Fig. 1: the metal 3 layer
(10 px per um) Cells faint in the background.
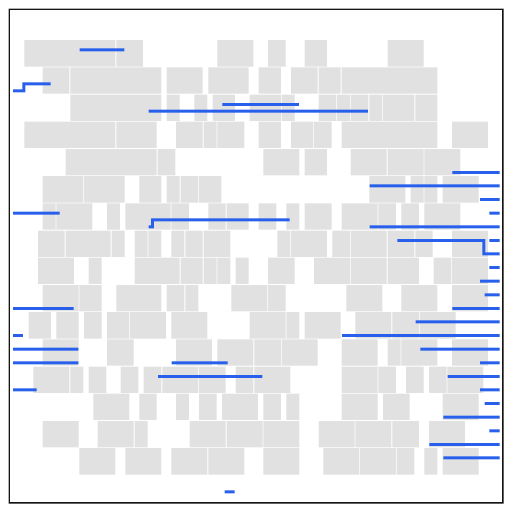
Fig. 2: local utilization
(8 px per um) 10 x 10 tiles, from dark blue (low) to red (high), 0 to 100% covered.
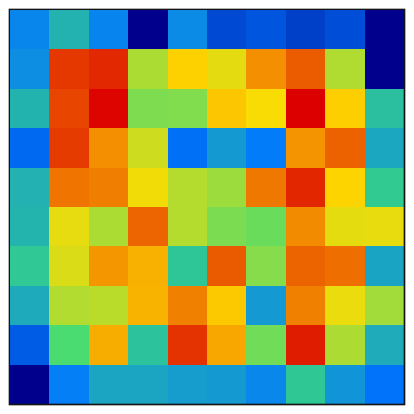
`src/rtl/cory_rr_arb_if.sv`:
```
// Valid-ready fan-in bundle for cory_rr_arb: N requester channels in, one merged channel out.
// The slave modport is the arbiter side; the master modport drives requesters and downstream ready.
interface cory_rr_arb_if #(
   parameter int N  = 4,
   parameter int W  = 8,
   parameter int IW = 2
);
   logic [N-1:0]   i_ax_v;
   logic [N*W-1:0] i_ax_d;
   logic [N-1:0]   i_ax_last;
   logic [N-1:0]   o_ax_r;
   logic           o_z_v;
   logic [W-1:0]   o_z_d;
   logic [IW-1:0]  o_z_id;
   logic           i_z_r;

   modport master (
      output i_ax_v, i_ax_d, i_ax_last, i_z_r,
      input  o_ax_r, o_z_v, o_z_d, o_z_id
   );

   modport slave (
      input  i_ax_v, i_ax_d, i_ax_last, i_z_r,
      output o_ax_r, o_z_v, o_z_d, o_z_id
   );
endinterface

```
`src/rtl/cory_rr_arb.sv`:
```
// Zero-latency round-robin arbiter merging N valid-ready requesters onto one output channel.
// Define CORY_ARB_PKT_EN to lock the grant for a whole packet (until i_ax_last on a handshake).
//
// state | meaning
// IDLE  | grant chosen combinationally by round-robin scan from ptr
// HOLD  | offer stalled by downstream; grant frozen in gnt_q until handshake
// PKT   | (CORY_ARB_PKT_EN only) mid-packet; grant locked in gnt_q until last beat
module cory_rr_arb #(
   parameter int N  = 4,
   parameter int W  = 8,
   parameter int IW = 2
) (
   input  logic              clk,
   input  logic              reset,
   cory_rr_arb_if.slave      bus
);

   typedef enum logic [1:0] {
      IDLE = 2'd0,
      HOLD = 2'd1,
      PKT  = 2'd2
   } state_t;

   state_t        state;
   logic [IW-1:0] ptr;
   logic [IW-1:0] gnt_q;

   logic [IW-1:0] sel;
   logic          any_v;
   logic [IW-1:0] gnt;
   logic          v_g;
   logic [W-1:0]  d_g;
   logic          z_v;
   logic          hs;
   logic [IW-1:0] nxt_ptr;
   int            idx;

   // Scan ptr, ptr+1, ... wrapping at N, not at 2**IW
   always_comb begin
      sel   = ptr;
      any_v = 1'b0;
      idx   = 0;
      for (int i = 0; i < N; i++) begin
         idx = int'(ptr) + i;
         if (idx >= N) idx = idx - N;
         if (!any_v && bus.i_ax_v[idx]) begin
            sel   = IW'(idx);
            any_v = 1'b1;
         end
      end
   end

   always_comb begin
      gnt = (state == IDLE) ? sel : gnt_q;
      v_g = 1'b0;
      d_g = '0;
      for (int k = 0; k < N; k++) begin
         if (gnt == IW'(k)) begin
            v_g = bus.i_ax_v[k];
            d_g = bus.i_ax_d[k*W +: W];
         end
      end
   end

   assign z_v        = v_g & ~reset;
   assign hs         = z_v & bus.i_z_r;
   assign nxt_ptr    = (gnt == IW'(N-1)) ? '0 : gnt + 1'b1;
   assign bus.o_z_v  = z_v;
   assign bus.o_z_id = reset ? '0 : gnt;
   assign bus.o_z_d  = (reset || (state == IDLE && !any_v)) ? '0 : d_g;

   always_comb begin
      bus.o_ax_r = '0;
      for (int k = 0; k < N; k++) begin
         bus.o_ax_r[k] = bus.i_z_r & (gnt == IW'(k)) & z_v;
      end
   end

`ifdef CORY_ARB_PKT_EN
   logic last_g;

   always_comb begin
      last_g = 1'b0;
      for (int k = 0; k < N; k++) begin
         if (gnt == IW'(k)) last_g = bus.i_ax_last[k];
      end
   end
`endif

   always_ff @(posedge clk or posedge reset) begin
      if (reset) begin
         state <= IDLE;
         ptr   <= '0;
         gnt_q <= '0;
      end else if (hs) begin
`ifdef CORY_ARB_PKT_EN
         if (!last_g) begin
            gnt_q <= gnt;
            state <= PKT;
         end else begin
            ptr   <= nxt_ptr;
            state <= IDLE;
         end
`else
         ptr   <= nxt_ptr;
         state <= IDLE;
`endif
      end else if (state == IDLE && z_v) begin
         gnt_q <= gnt;
         state <= HOLD;
      end
   end

`ifdef SIM
   always_ff @(posedge clk) begin
      if (!reset && state != IDLE && !v_g)
         $display("ERROR cory_rr_arb: requester %0d dropped valid while granted", gnt);
   end
`endif

endmodule

```
`src/flat_wrapper.sv`:
```
// flat-port wrapper written by rule: the top's interface ports become plain ports
module cory_rr_arb_flat 
#(
   parameter int N  = 4,
   parameter int W  = 8,
   parameter int IW = 2
)
  (clk, reset, bus_i_ax_v, bus_i_ax_d, bus_i_ax_last, bus_i_z_r, bus_o_ax_r, bus_o_z_v, bus_o_z_d, bus_o_z_id);
  cory_rr_arb_if #(.N(N), .W(W), .IW(IW)) bus_i ();
  input  logic clk;
  input  logic reset;
  input wire logic [$bits(bus_i.i_ax_v)-1:0] bus_i_ax_v;
  input wire logic [$bits(bus_i.i_ax_d)-1:0] bus_i_ax_d;
  input wire logic [$bits(bus_i.i_ax_last)-1:0] bus_i_ax_last;
  input wire logic [$bits(bus_i.i_z_r)-1:0] bus_i_z_r;
  output wire logic [$bits(bus_i.o_ax_r)-1:0] bus_o_ax_r;
  output wire logic [$bits(bus_i.o_z_v)-1:0] bus_o_z_v;
  output wire logic [$bits(bus_i.o_z_d)-1:0] bus_o_z_d;
  output wire logic [$bits(bus_i.o_z_id)-1:0] bus_o_z_id;
  assign bus_i.i_ax_v = bus_i_ax_v;
  assign bus_i.i_ax_d = bus_i_ax_d;
  assign bus_i.i_ax_last = bus_i_ax_last;
  assign bus_i.i_z_r = bus_i_z_r;
  assign bus_o_ax_r = bus_i.o_ax_r;
  assign bus_o_z_v = bus_i.o_z_v;
  assign bus_o_z_d = bus_i.o_z_d;
  assign bus_o_z_id = bus_i.o_z_id;
  cory_rr_arb #(.N(N), .W(W), .IW(IW)) u_core (.clk(clk), .reset(reset), .bus(bus_i));
endmodule
```
`config.mk`:
```
export PLATFORM = sky130hd
export DESIGN_NAME = cory_rr_arb_flat
export DESIGN_NICKNAME = d
export VERILOG_FILES = /design/src/rtl/cory_rr_arb_if.sv /design/src/rtl/cory_rr_arb.sv /design/src/flat_wrapper.sv
export SDC_FILE = /design/constraint.sdc
export NUM_CORES = 1
export LEC_CHECK = 0
export CORE_MARGIN = 1
export CORE_UTILIZATION = 38
export DETAILED_ROUTE_END_ITERATION = 6
export GPL_TIMING_DRIVEN = 0
export MAX_ROUTING_LAYER = met4
export PLACE_DENSITY_LB_ADDON = 0.05
export SLEW_MARGIN = 25
export SYNTH_ARGS = -nofsm -noshare
export SYNTH_HDL_FRONTEND = slang
export SYNTH_SLANG_ARGS = --single-unit
```
`constraint.sdc`:
```
create_clock -name clk -period 6.3 [get_ports clk]
set_clock_uncertainty 0.05 [all_clocks]
set_input_delay 0.63 -clock clk [delete_from_list [all_inputs] [get_ports clk]]
set_output_delay 0.63 -clock clk [all_outputs]
set_load 0.05 [all_outputs]
```
==> run summary <==
PwrDens -> 537.6 nW/um^2
FP Rows -> 16
Setup TNS Final -> 0 ns
n_diodes -> 0
routed vias/inst -> 5.247
CTS Buffer Depth -> 2
Compound Share, Synth -> 32.35%
reg2reg setup slack -> 3.14 ns
proportion of layout cells with a drive suffix above 1 -> 7.018%
GRT Util Overall -> 23.95%
insertion delay to the later sink of the worst-skew pair -> 0.24 ns
yosys cell count -> 114
largest net degree at the start of global routing -> 11
chip area line of the yosys report -> 847.1 um^2
Multi-In Gates -> 87
met1 usage -> 29.89%
CTS Buf Count -> 3
total power draw -> 772.8 uW
Int Power -> 339.5 uW
Final Util -> 71.10%
Max-area cell class -> logic gates
Area after DPL -> 1411 um^2
worst r2r path cells -> 11
status -> complete, no violations
Leak -> 0.6057 nW
post-cts resize count -> 0
nets -> 219
Seq/total area -> 8.703%
worst path cell trace -> clkdlybuf4s50_1 > nor2b_1 > nor4_1 > o31ai_1 > inv_1 > ha_1 > buf_2 > nor3b_1 > nor3_1 > and3_1 > buf_2 > and2_1 > clkdlybuf4s50_1
Logic power comb -> 670 uW
Tmin final -> 5.025 ns
Worst-Margin Slew -> 0.5588 ns
synth top area cells -> dfrtp_1, a221o_1, a22oi_1
hold path depth -> 1
Final Hold Fails -> 0
-- Fig. 1 (at the start) --
wire length on this layer = 204 um
share of all routed wire = 7.6%
longest straight run = 21.6 um
main direction = horizontal
via count: 1,039
Detailed Route WL: 2689 um
met3 GRT Util: 2.804%

-- Fig. 2 (at the start) --
fullest tile = 100%
nearly empty tiles = 4.0%
mean over tiles = 58%
tiles over 75% full = 34%

Power figures rest on the tool's default switching activity, not on a simulated workload.
